### Signal wires by layer

Only two layers are drawn.
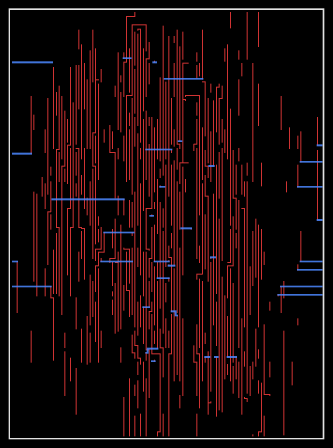
### Placement density heat map

Bar = 20 µm. The die is cut into 5 by 7 equal tiles; dark purple is low, yellow is high, 0 to 100% covered.
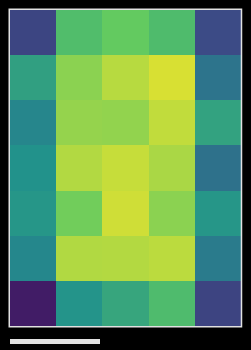
### Signal metal coverage by tile

The die is cut into 10 by 14 equal tiles; dark purple is low, yellow is high, scaled to the fullest tile. Values are wire area over tile area, all layers added.
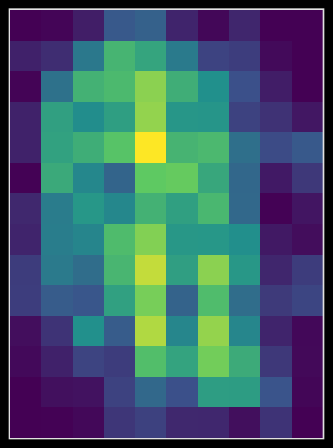
### The clock network

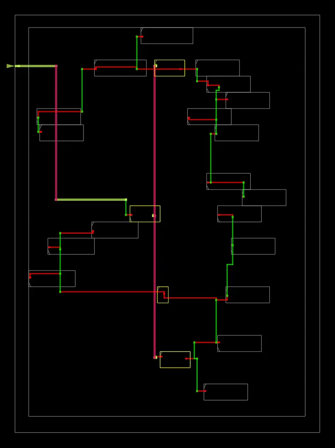
Design multicycle_controller, sky130hd; sources not shown.
==> flow_summary.toml <==
# implementation run metrics
[final_timing]
tightest_slew_ps = 404
finalClockPeriodUsage_pct = 98.2
max_freq_mhz = 497
slew-limit-headroom_pct = 73.1
hold_viol = 0
min_period_ps = 2010
finalSetupTns_ps = 0
setup_viol = 0
whs_ps = 226

[layout]
final_cell_area_um2 = 2360
fillers = 188
largest_register_ffs = 4
seq_area_um2 = 392
inverters = 5
n_antenna_cell = 0
buffer_area_share_pct = 35.9
comb_area_share_pct = 42.3
final_cell_mix = "buf_4, buf_12, dfxtp_1"

[yosys]
adder_share_pct = 2.29
synth_area_leader_cell = "dfxtp_1"
ys_seq_share_pct = 34.8
synth.most_common_cell = "dfxtp_1"
top_logic_kind = "simple AND/OR/NAND/NOR gates"
edf_count = 0
synth_cells = 132
flop_cell = "dfxtp_1"
yosysWarnings = 0
mux_area_share_pct = 0.916
netlist_area_um2 = 1090
yosys.area_share.aoi_pct = 16.3
ys_cells = 132
ys_chip_area_um2 = 1090
top_cells_by_count = "dfxtp_1, nor2b_1, nor2_1, nor3_1"
simple_gate_share_pct = 39.3
synth-async-reset-ratio_pct = 0
ys_types = 39
syn_nets = 145
synth.area.top_cells = "dfxtp_1, nor2b_1, nor2_1"

[global_route]
grt_pass1_vias = 1336
met2_usage_pct = 39.8
met3_usage_pct = 1.71

[worst_setup_path]
critical_path_class = "input pin to output pin"
cp-end-kind = "output pin"
crit_family = "AND-OR/OR-AND gates"
cpMaxStageDelayCell = "o41a_1"
worstPathMaxFanout = 3
r2r_slack_ps = 60
crit_cells = 6
r2r_cells = 6

[pwr]
power_mw = 0.950
pwr-share-comb_pct = 30.9
ir_drop_v = 0.000329
leakage_nw = 0.926
clock_net_power_mw = 0.276
powerDensity_nw_per_um2 = 403
netSwitchingFraction_pct = 32.0

[clocking]
cts_buffer_depth = 2
htreeDepth = 1
root_buffer = "clkbuf_8"
cts_resized = 52

[placed_design]
placed_area_um2 = 1880
dp_slack_ps = -435
place_inst = 222
io_buffers = 27

[routing]
top_layer = "met4"
via_per_inst = 5.48
drcViolationCount = 0
postRouteAntennaNets = 0
wl_met2_mm = 2.57
m1WireLength_mm = 1.62

[worst_hold_path]
min_delay_path_depth = 3

[die]
dieWidth_um = 51.2
nWellTaps = 39

[run]
maxCapViolations = 0

[run_status]
status = "finished, final reports clean"
## Picture notes: 'Signal wires by layer'
color	layer	wire length
blue	met3	96.1 µm
red	met2	2570 µm
Routed wire per std cell: 18.5 µm
Tot GR Track Use: 21.7%
DR vias: 1327
drt total wl: 4.47 mm

## Picture notes: 'Placement density heat map'
mean over tiles	64%
tiles over 75% full	46%
fullest tile	94%
Final Core Density: 77.8%
FP Core Util: 36.0%
floorplan core area: 3030 µm²

## Picture notes: 'Signal metal coverage by tile'
fullest tile	0.57
densest ninth of the die	center
mean over tiles	0.20
tiles over half the peak	32%

## Picture notes: 'The clock network'
CTS buffer count: 3
flip-flops: 19
clk latency late pin: 270 ps
clock sink count: 19

Power and IR drop assume default switching activity.
